--- src/rtl/pc_gen_pkg.sv ---
// pc_gen_pkg: shared branch encodings and BTB entry field definitions.
//   BRANCH_* : 4-bit branch/jump code carried with an instruction to EX.
//   btb_ctr_t: 2-bit saturating direction counter stored in each BTB entry.
//   ctr_update(): next counter value after a resolved branch.
package pc_gen_pkg;

   localparam logic [3:0] BRANCH_PCPLUS4 = 4'd0;
   localparam logic [3:0] BRANCH_BEQ     = 4'd1;
   localparam logic [3:0] BRANCH_BNE     = 4'd2;
   localparam logic [3:0] BRANCH_BLT     = 4'd3;
   localparam logic [3:0] BRANCH_BGE     = 4'd4;
   localparam logic [3:0] BRANCH_BLTU    = 4'd5;
   localparam logic [3:0] BRANCH_BGEU    = 4'd6;
   localparam logic [3:0] BRANCH_JAL     = 4'd7;
   localparam logic [3:0] BRANCH_JALR    = 4'd8;

   localparam int CTR_W = 2;
   typedef logic [CTR_W-1:0] btb_ctr_t;

   // A freshly allocated entry starts weakly taken.
   localparam btb_ctr_t CTR_INIT = 2'b10;

   function automatic btb_ctr_t ctr_update(btb_ctr_t c, logic taken);
      btb_ctr_t r;
      r = c;
      if (taken && c != 2'b11)
         r = c + 2'b01;
      else if (!taken && c != 2'b00)
         r = c - 2'b01;
      return r;
   endfunction

endpackage

--- src/rtl/pc_gen_if.sv ---
// pc_gen_if: fetch/resolve bus of the PC generator.
//   stall_i, ex_*, trap_*       : driven by the pipeline (master) into pc_gen.
//   pc_o, pred_*, flush_o,
//   misalign_o                  : driven by pc_gen (slave) back to IF/ID.
interface pc_gen_if #(
   parameter int XLEN = 32
);
   logic            stall_i;
   logic            ex_valid;
   logic [XLEN-1:0] ex_pc;
   logic [3:0]      ex_branch;
   logic            ex_zero;
   logic            ex_lt;
   logic [XLEN-1:0] ex_rs1;
   logic [XLEN-1:0] ex_imm;
   logic            ex_pred_taken;
   logic [XLEN-1:0] ex_pred_target;
   logic            trap_valid;
   logic [XLEN-1:0] trap_vec;
   logic [XLEN-1:0] pc_o;
   logic            pred_taken_o;
   logic [XLEN-1:0] pred_target_o;
   logic            flush_o;
   logic            misalign_o;

   modport master (
      output stall_i, ex_valid, ex_pc, ex_branch, ex_zero, ex_lt, ex_rs1, ex_imm,
             ex_pred_taken, ex_pred_target, trap_valid, trap_vec,
      input  pc_o, pred_taken_o, pred_target_o, flush_o, misalign_o
   );

   modport slave (
      input  stall_i, ex_valid, ex_pc, ex_branch, ex_zero, ex_lt, ex_rs1, ex_imm,
             ex_pred_taken, ex_pred_target, trap_valid, trap_vec,
      output pc_o, pred_taken_o, pred_target_o, flush_o, misalign_o
   );
endinterface

--- src/rtl/pc_gen_btb.sv ---
// pc_gen_btb: direct-mapped branch target buffer with 2-bit counters.
//   clk, rstn     : clock, async active-low reset (clears valid bits only)
//   lk_pc         : fetch PC to look up (combinational)
//   lk_taken      : predicted taken for lk_pc
//   lk_target     : predicted next PC (stored target, or lk_pc+4)
//   upd_en        : write an update at the edge for upd_pc
//   upd_pc/taken/target/jump : resolved branch information from EX
module pc_gen_btb
   import pc_gen_pkg::*;
#(
   parameter int XLEN      = 32,
   parameter int BTB_DEPTH = 16
) (
   input  logic            clk,
   input  logic            rstn,
   input  logic [XLEN-1:0] lk_pc,
   output logic            lk_taken,
   output logic [XLEN-1:0] lk_target,
   input  logic            upd_en,
   input  logic [XLEN-1:0] upd_pc,
   input  logic            upd_taken,
   input  logic [XLEN-1:0] upd_target,
   input  logic            upd_jump
);
   localparam int IDX_W = $clog2(BTB_DEPTH);
   localparam int TAG_W = XLEN - IDX_W - 2;

   typedef struct packed {
      logic [TAG_W-1:0] tag;
      logic [XLEN-1:0]  target;
      logic             is_jump;
      btb_ctr_t         ctr;
   } entry_t;

   logic [BTB_DEPTH-1:0] valid;
   entry_t               mem [BTB_DEPTH];

   logic [IDX_W-1:0] li, ui;
   logic [TAG_W-1:0] lt, ut;
   logic             lk_hit, upd_hit;
   logic [1:0]       unused_upd_lsb;

   assign li = lk_pc[IDX_W+1:2];
   assign lt = lk_pc[XLEN-1:IDX_W+2];
   assign ui = upd_pc[IDX_W+1:2];
   assign ut = upd_pc[XLEN-1:IDX_W+2];
   assign unused_upd_lsb = upd_pc[1:0];

   // Reads see pre-edge contents; a same-cycle write to the looked-up
   // index is not bypassed.
   assign lk_hit    = valid[li] && (mem[li].tag == lt);
   assign lk_taken  = lk_hit && (mem[li].is_jump || mem[li].ctr[1]);
   assign lk_target = lk_taken ? mem[li].target : lk_pc + XLEN'(4);

   assign upd_hit   = valid[ui] && (mem[ui].tag == ut);

   always_ff @(posedge clk or negedge rstn) begin
      if (!rstn)
         valid <= '0;
      else if (upd_en && !upd_hit && upd_taken)
         valid[ui] <= 1'b1;
   end

   // Entry payload needs no reset: it is ignored until its valid bit is set.
   always_ff @(posedge clk) begin
      if (upd_en) begin
         if (upd_hit) begin
            mem[ui].ctr <= ctr_update(mem[ui].ctr, upd_taken);
            if (upd_taken)
               mem[ui].target <= upd_target;
         end else if (upd_taken) begin
            mem[ui].tag     <= ut;
            mem[ui].target  <= upd_target;
            mem[ui].is_jump <= upd_jump;
            mem[ui].ctr     <= CTR_INIT;
         end
      end
   end
endmodule

--- src/rtl/pc_gen.sv ---
// pc_gen: fetch-PC register, branch resolution and next-PC selection.
//   clk, rstn : core clock, async active-low reset (pc_o <= RESET_PC)
//   bus       : pc_gen_if.slave; EX resolution inputs, trap redirect, stall,
//               and the fetch PC / prediction / flush / misalign outputs.
// Next-PC priority: trap, misaligned target, mispredict, stall, prediction,
// sequential. Redirects win over stall; flush_o is combinational.
module pc_gen
   import pc_gen_pkg::*;
#(
   parameter int              XLEN      = 32,
   parameter logic [XLEN-1:0] RESET_PC  = '0,
   parameter int              BTB_DEPTH = 16,
   parameter bit              BTB_EN    = 1'b1
) (
   input logic     clk,
   input logic     rstn,
   pc_gen_if.slave bus
);
   logic [XLEN-1:0] pc_q, pc_d, pc_plus4;
   logic [XLEN-1:0] jalr_sum, target, actual_next;
   logic [XLEN-1:0] pred_target;
   logic            taken, is_jalr, is_jump;
   logic            misalign, mispredict, flush;
   logic            pred_taken, upd_en;

   assign pc_plus4 = pc_q + XLEN'(4);

   // taken is already qualified by ex_valid, so everything derived from it
   // is quiet when EX is empty.
   always_comb begin
      taken = 1'b0;
      if (bus.ex_valid) begin
         case (bus.ex_branch)
            BRANCH_BEQ:  taken = bus.ex_zero;
            BRANCH_BNE:  taken = ~bus.ex_zero;
            BRANCH_BLT,
            BRANCH_BLTU: taken = bus.ex_lt;
            BRANCH_BGE,
            BRANCH_BGEU: taken = ~bus.ex_lt;
            BRANCH_JAL,
            BRANCH_JALR: taken = 1'b1;
            default:     taken = 1'b0;
         endcase
      end
   end

   assign is_jalr     = (bus.ex_branch == BRANCH_JALR);
   assign is_jump     = (bus.ex_branch == BRANCH_JAL) || is_jalr;
   assign jalr_sum    = bus.ex_rs1 + bus.ex_imm;
   assign target      = is_jalr ? {jalr_sum[XLEN-1:1], 1'b0} : bus.ex_pc + bus.ex_imm;
   assign actual_next = taken ? target : bus.ex_pc + XLEN'(4);

   assign misalign   = taken & target[1];
   assign mispredict = bus.ex_valid &
                       ((taken != bus.ex_pred_taken) |
                        (taken & (target != bus.ex_pred_target)));
   assign flush      = bus.trap_valid | misalign | mispredict;

   // Misaligned targets never train the predictor.
   assign upd_en = bus.ex_valid & (bus.ex_branch != BRANCH_PCPLUS4) & ~misalign;

   always_comb begin
      pc_d = pc_plus4;
      if (bus.trap_valid || misalign)
         pc_d = bus.trap_vec;
      else if (mispredict)
         pc_d = actual_next;
      else if (bus.stall_i)
         pc_d = pc_q;
      else if (pred_taken)
         pc_d = pred_target;
   end

   always_ff @(posedge clk or negedge rstn) begin
      if (!rstn)
         pc_q <= RESET_PC;
      else
         pc_q <= pc_d;
   end

   generate
      if (BTB_EN) begin : g_btb
         pc_gen_btb #(
            .XLEN      (XLEN),
            .BTB_DEPTH (BTB_DEPTH)
         ) u_btb (
            .clk        (clk),
            .rstn       (rstn),
            .lk_pc      (pc_q),
            .lk_taken   (pred_taken),
            .lk_target  (pred_target),
            .upd_en     (upd_en),
            .upd_pc     (bus.ex_pc),
            .upd_taken  (taken),
            .upd_target (target),
            .upd_jump   (is_jump)
         );
      end else begin : g_nobtb
         logic unused_upd;
         assign unused_upd  = upd_en ^ is_jump;
         assign pred_taken  = 1'b0;
         assign pred_target = pc_plus4;
      end
   endgenerate

   assign bus.pc_o          = pc_q;
   assign bus.pred_taken_o  = pred_taken;
   assign bus.pred_target_o = pred_target;
   assign bus.flush_o       = flush;
   assign bus.misalign_o    = misalign;
endmodule

--- src/flat_wrapper.sv ---
// flat-port wrapper written by rule: the top's interface ports become plain ports
module pc_gen_flat import pc_gen_pkg::*;
#(
   parameter int              XLEN      = 32,
   parameter logic [XLEN-1:0] RESET_PC  = '0,
   parameter int              BTB_DEPTH = 16,
   parameter bit              BTB_EN    = 1'b1
)
  (clk, rstn, bus_stall_i, bus_ex_valid, bus_ex_pc, bus_ex_branch, bus_ex_zero, bus_ex_lt, bus_ex_rs1, bus_ex_imm, bus_ex_pred_taken, bus_ex_pred_target, bus_trap_valid, bus_trap_vec, bus_pc_o, bus_pred_taken_o, bus_pred_target_o, bus_flush_o, bus_misalign_o);
  pc_gen_if #(.XLEN(XLEN)) bus_i ();
  input logic clk;
  input logic rstn;
  input wire logic [$bits(bus_i.stall_i)-1:0] bus_stall_i;
  input wire logic [$bits(bus_i.ex_valid)-1:0] bus_ex_valid;
  input wire logic [$bits(bus_i.ex_pc)-1:0] bus_ex_pc;
  input wire logic [$bits(bus_i.ex_branch)-1:0] bus_ex_branch;
  input wire logic [$bits(bus_i.ex_zero)-1:0] bus_ex_zero;
  input wire logic [$bits(bus_i.ex_lt)-1:0] bus_ex_lt;
  input wire logic [$bits(bus_i.ex_rs1)-1:0] bus_ex_rs1;
  input wire logic [$bits(bus_i.ex_imm)-1:0] bus_ex_imm;
  input wire logic [$bits(bus_i.ex_pred_taken)-1:0] bus_ex_pred_taken;
  input wire logic [$bits(bus_i.ex_pred_target)-1:0] bus_ex_pred_target;
  input wire logic [$bits(bus_i.trap_valid)-1:0] bus_trap_valid;
  input wire logic [$bits(bus_i.trap_vec)-1:0] bus_trap_vec;
  output wire logic [$bits(bus_i.pc_o)-1:0] bus_pc_o;
  output wire logic [$bits(bus_i.pred_taken_o)-1:0] bus_pred_taken_o;
  output wire logic [$bits(bus_i.pred_target_o)-1:0] bus_pred_target_o;
  output wire logic [$bits(bus_i.flush_o)-1:0] bus_flush_o;
  output wire logic [$bits(bus_i.misalign_o)-1:0] bus_misalign_o;
  assign bus_i.stall_i = bus_stall_i;
  assign bus_i.ex_valid = bus_ex_valid;
  assign bus_i.ex_pc = bus_ex_pc;
  assign bus_i.ex_branch = bus_ex_branch;
  assign bus_i.ex_zero = bus_ex_zero;
  assign bus_i.ex_lt = bus_ex_lt;
  assign bus_i.ex_rs1 = bus_ex_rs1;
  assign bus_i.ex_imm = bus_ex_imm;
  assign bus_i.ex_pred_taken = bus_ex_pred_taken;
  assign bus_i.ex_pred_target = bus_ex_pred_target;
  assign bus_i.trap_valid = bus_trap_valid;
  assign bus_i.trap_vec = bus_trap_vec;
  assign bus_pc_o = bus_i.pc_o;
  assign bus_pred_taken_o = bus_i.pred_taken_o;
  assign bus_pred_target_o = bus_i.pred_target_o;
  assign bus_flush_o = bus_i.flush_o;
  assign bus_misalign_o = bus_i.misalign_o;
  pc_gen #(.XLEN(XLEN), .RESET_PC(RESET_PC), .BTB_DEPTH(BTB_DEPTH), .BTB_EN(BTB_EN)) u_core (.clk(clk), .rstn(rstn), .bus(bus_i));
endmodule
--- config.mk ---
export PLATFORM = sky130hd
export DESIGN_NAME = pc_gen_flat
export DESIGN_NICKNAME = d
export VERILOG_FILES = /design/src/rtl/pc_gen_pkg.sv /design/src/rtl/pc_gen_if.sv /design/src/rtl/pc_gen_btb.sv /design/src/rtl/pc_gen.sv /design/src/flat_wrapper.sv
export SDC_FILE = /design/constraint.sdc
export NUM_CORES = 2
export LEC_CHECK = 0
export CAP_MARGIN = 20
export CORE_MARGIN = 2
export CORE_UTILIZATION = 55
export DETAILED_ROUTE_END_ITERATION = 8
export MAX_ROUTING_LAYER = met4
export PLACE_DENSITY = 0.77
export SETUP_SLACK_MARGIN = 0.15
export SYNTH_ARGS = -nofsm -noshare
export SYNTH_HDL_FRONTEND = slang
export SYNTH_SLANG_ARGS = --single-unit
--- constraint.sdc ---
create_clock -name clk -period 9.6 [get_ports clk]
set_input_delay 2.88 -clock clk [delete_from_list [all_inputs] [get_ports clk]]
set_output_delay 2.88 -clock clk [all_outputs]
set_load 0.005 [all_outputs]
### Routing congestion map

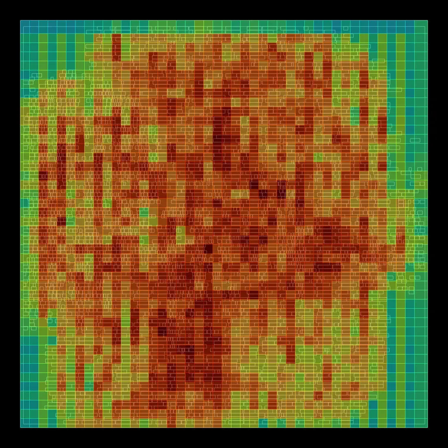
total routing usage reported by global routing: 38.64%
most utilized layer in the global route result: met2
met1 global-route usage: 48.21%

==> flow_summary.rst <==
Flow metrics
------------

.. list-table::
   :header-rows: 1

   * - Metric
     - Value
   * - Worst vdd ir
     - between 0.00015 and 0.0002 V
   * - # IOs
     - 239
   * - Die Area
     - ~0.094 sq mm
   * - Routability-driven placement congestion ratio
     - 1.067
   * - Crit path DAT
     - between 6 and 7 ns
   * - Transition time at the pin with the least slew margin
     - 1.136 ns
   * - TritonCTS clock tree
     - built
   * - Crit. Startpoint
     - bus_ex_rs1[3]
   * - Port bufs
     - between 200 and 250
   * - Outcome
     - finished clean
   * - Final routed wirelength across all metal layers
     - roughly 180000 um
   * - Endpoints failing hold
     - 0
   * - Metal2 WL
     - roughly 80000 um
   * - Most used standard cell by instance count after synthesis
     - sky130_fd_sc_hd__edfxtp_1
   * - Register share after synthesis
     - about three fifths
   * - Adder-cell area share of the yosys netlist
     - roughly 1.8%
   * - List of most frequent post-synthesis cells
     - sky130_fd_sc_hd__edfxtp_1, sky130_fd_sc_hd__mux4_2, sky130_fd_sc_hd__nand2_1
   * - Critical Path Slowest Stage Cell
     - sky130_fd_sc_hd__o31ai_4
   * - Tally of OpenROAD warnings
     - 33
   * - Largest area contributor in the synthesized netlist
     - sky130_fd_sc_hd__edfxtp_1
   * - Number of buffers created by CTS
     - about 96
   * - Mean Syn Cell Area
     - 16.32 sq um
   * - Post-route minimum period
     - roughly 9.5 ns
   * - Antenna violations before repair
     - 5
   * - Max H-tree Level
     - 3
   * - Post-detailed-route via-to-cell ratio
     - 7.114
   * - Ratio of final minimum period to clock period
     - around 99%
   * - Number of cells on the worst hold path
     - 1
   * - Maximum root-to-sink buffer count
     - 3
   * - Final Power
     - between 0.01 and 0.015 W
   * - Hpwl dp
     - between 100000 and 150000 um
   * - Fraction of layout cells with a size suffix above 1
     - around 38%
   * - Reg2reg start
     - u_core.bus.pc_o[2]$_DFFE_PN0P_
   * - Endpoint required time on the critical path
     - approximately 6.7 ns
   * - Async S/R FF share, synth
     - 4.688%
   * - Kind of critical path
     - in2out
   * - Dominant non-sequential cell family after synthesis
     - multiplexers
   * - Multiplexer share
     - between 20% and 30%
   * - Layout Area Growth over Synthesis
     - 24.48%
   * - Detailed-route DRC error count
     - 0
   * - Synth Area in Simple Gates
     - ~6.4%
   * - Met3 WL
     - 25550 um
   * - Starting density of the core
     - a little under three fifths
   * - End point of the critical path
     - bus_flush_o
   * - Worst flop-to-flop path endpoint
     - u_core.bus.pc_o[4]$_DFFE_PN0P_
   * - First-pass iteration count of the detailed router
     - 6
   * - Total cells reported by yosys after synthesis
     - 3086
   * - Kind of start point of the critical path
     - primary input
   * - Avg WL per Cell
     - around 35 um
   * - Number of flops mapped to enable cells by yosys
     - just under 1000
   * - Cell Type Count
     - ~92
   * - AND-OR/OR-AND share of the synthesized area
     - under 10%
   * - X dimension of the die
     - 306.6 um
   * - Setup Buffers After CTS
     - 57
   * - Via count of the routed design
     - about 36000
   * - Count of nets after finishing
     - 4032
   * - Max-slew headroom at the worst pin
     - 24.26%
   * - Site Rows
     - roughly 110
   * - Reg-to-reg setup timing slack
     - 3.74 ns
   * - Max-cap violation count
     - 0
   * - Largest net degree at the start of global routing
     - about 80
   * - Max-slew violations
     - 0
   * - Clk slew on worst S/H paths
     - roughly 0.060 ns
   * - Detailed-routing wirelength on met1
     - ~60000 um
   * - Count of warnings emitted by yosys
     - 0
   * - Number of endpoints failing setup at the final stage
     - 0
   * - RSZ-0062 raised after global routing
     - yes
   * - Worst clock skew on the final layout
     - a little over 0.03 ns
   * - Antenna Nets Post-Route
     - 0
   * - Via count of the first global-routing pass
     - between 30000 and 40000
   * - Fraction of post-synthesis cell area in the top cell type by area
     - about three fifths
   * - Number of storage elements in the synthesis netlist
     - ~1000
   * - HP Class
     - reg2reg
   * - Top FF cell, synth
     - sky130_fd_sc_hd__edfxtp_1
   * - Count of mapped cells out of synthesis
     - about 3100
   * - Gates resized, CTS repair
     - between 300 and 400
   * - Worst-case reg-to-reg path depth
     - 13
   * - Chip area line of the yosys report
     - about 0.05 sq mm
   * - Final global-route overflow total
     - 0
   * - Post-Synthesis Cell Area
     - slightly above 0.05 sq mm
   * - Hold Crit Start
     - u_core.g_btb.u_btb.valid[3]$_DFFE_PN0P_
   * - Clock tree root buffer cell
     - sky130_fd_sc_hd__clkbuf_16
   * - Worst-case hold path end point
     - u_core.g_btb.u_btb.valid[3]$_DFFE_PN0P_
   * - Power density over cell area
     - between 150 and 200 mW/mm^2
   * - Vertical die dimension
     - 306.6 um
   * - Parity-gate share of the synthesized area counting xor and xnor cells
     - under 10%
   * - Final setup TNS
     - 0 ns
   * - Timing-limited maximum frequency
     - 0.1057 GHz
   * - First-pass GRT wire length
     - ~250000 um
   * - Top layer reached by signal wires
     - met4
   * - Core region area
     - between 0.09 and 0.1 sq mm
   * - Top cells by area
     - sky130_fd_sc_hd__edfxtp_1, sky130_fd_sc_hd__mux4_2, sky130_fd_sc_hd__dfrtp_1
   * - Cts hold-fix bufs
     - 0
   * - Cell chain of the critical path
     - dlygate4sd2_1 > ha_4 > buf_4 > nand4_1 > buf_4 > a211oi_4 > o311ai_1 > buf_4 > nand4_1 > xor2_1 > mux2_2 > xor2_1 > nor3b_2 > nand4_1 > o31ai_4 > nor2_2 > nor2_2 > inv_2 > buf_6
   * - Worst-skew pair later-pin latency
     - 0.69 ns
   * - Clk sink count
     - 1024
   * - Static leakage power
     - 21.30 nW
   * - Maximum fanout count along the critical path
     - 3
   * - Post-synthesis net count
     - about 3300
   * - Worst stage delay on the critical path
     - between 0.3 and 0.4 ns
   * - 1st-iter DRT viols
     - approximately 5400
   * - Worst setup EP type
     - output port
### Sequential cells grouped by signal name

Scale: 1 px per um. Other cells in grey.
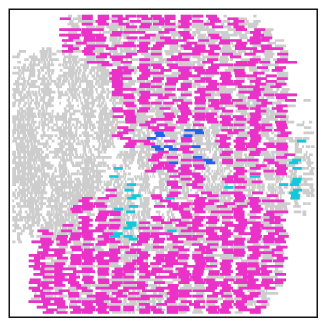
- `u_core.bus.pc_o`: cyan (flops 32)
- `u_core.g_btb.u_btb.valid`: blue (flops 16; where centre)
- `u_core.g_btb.u_btb.mem`: magenta (flops 976)
fraction of area in registers: 48.69%
footprint of the flip-flops and latches: 0.03052 sq mm
final core utilization: 69.32%

where the power goes:
| group | internal [W] | switching [W] |
|---|---|---|
| clock network | 0.00224 | 0.00170 |
| registers | 0.00508 | 0.000125 |
| logic | 0.00112 | 0.00134 |
| total | 0.00844 | 0.00317 |
flip-flops by register name (all words and copies together) (netlist names):
name,cells
u_core.bus.pc_o,32
u_core.g_btb.u_btb.mem,976
u_core.g_btb.u_btb.valid,16
layer usage:
metal  track usage, %  vias up
li1                 -    14010
met1            48.21    17980
met2            58.11     3274
met3            12.75      635
met4            17.21        0
met5                -        -
critical path, delay by kind of cell:
kind                       cells  cell delay, ns
muxes                          1            0.30
buffers and inverters          6            0.92
and+or+nand+nor                6            0.94
AOI/OAI and AO/OA              3            0.82
xor gates and xnor gates       2            0.41
adders and majority gates      1            0.28
layout make-up:
class                      count  area (sq um)
clock inverter                62         713.2
fill                        5583         27740
antenna                        4         10.01
multi-input combinational   1829         20540
tap                         1176          1471
clock buffer                 112          2484
timing repair buffer         802          6802
inverter                      37         141.4
sequential                  1024         30520
metrics by stage:
step | instance area (sq um) | hold WS, ns | util, % | setup slack (ns) | cells
after floorplan | 50360 | 0.4504 | - | 0.1539 | 3086
after global placement | 57490 | 0.4660 | 63.58 | -1.012 | 4792
after detailed placement | 57530 | 0.4817 | 63.62 | -1.186 | 4795
after CTS | 62230 | 0.4962 | 68.82 | 0.1421 | 5026
after global routing | 62690 | 0.5184 | 69.32 | 0.04446 | 5046
final | 62690 | 0.5011 | 69.32 | 0.1393 | 5046
cells in the final DEF (no fill, tap or decap), drive strengths merged, types with 52 or more instances in the layout:
master	count
ha	68
edfxtp	976
buf	579
xor2	52
nor2	170
nand2	186
xnor2	124
clkdlybuf4s50	155
mux4	432
a21oi	126
o21ai	95
clkbuf	120
Power and IR drop assume default switching activity.
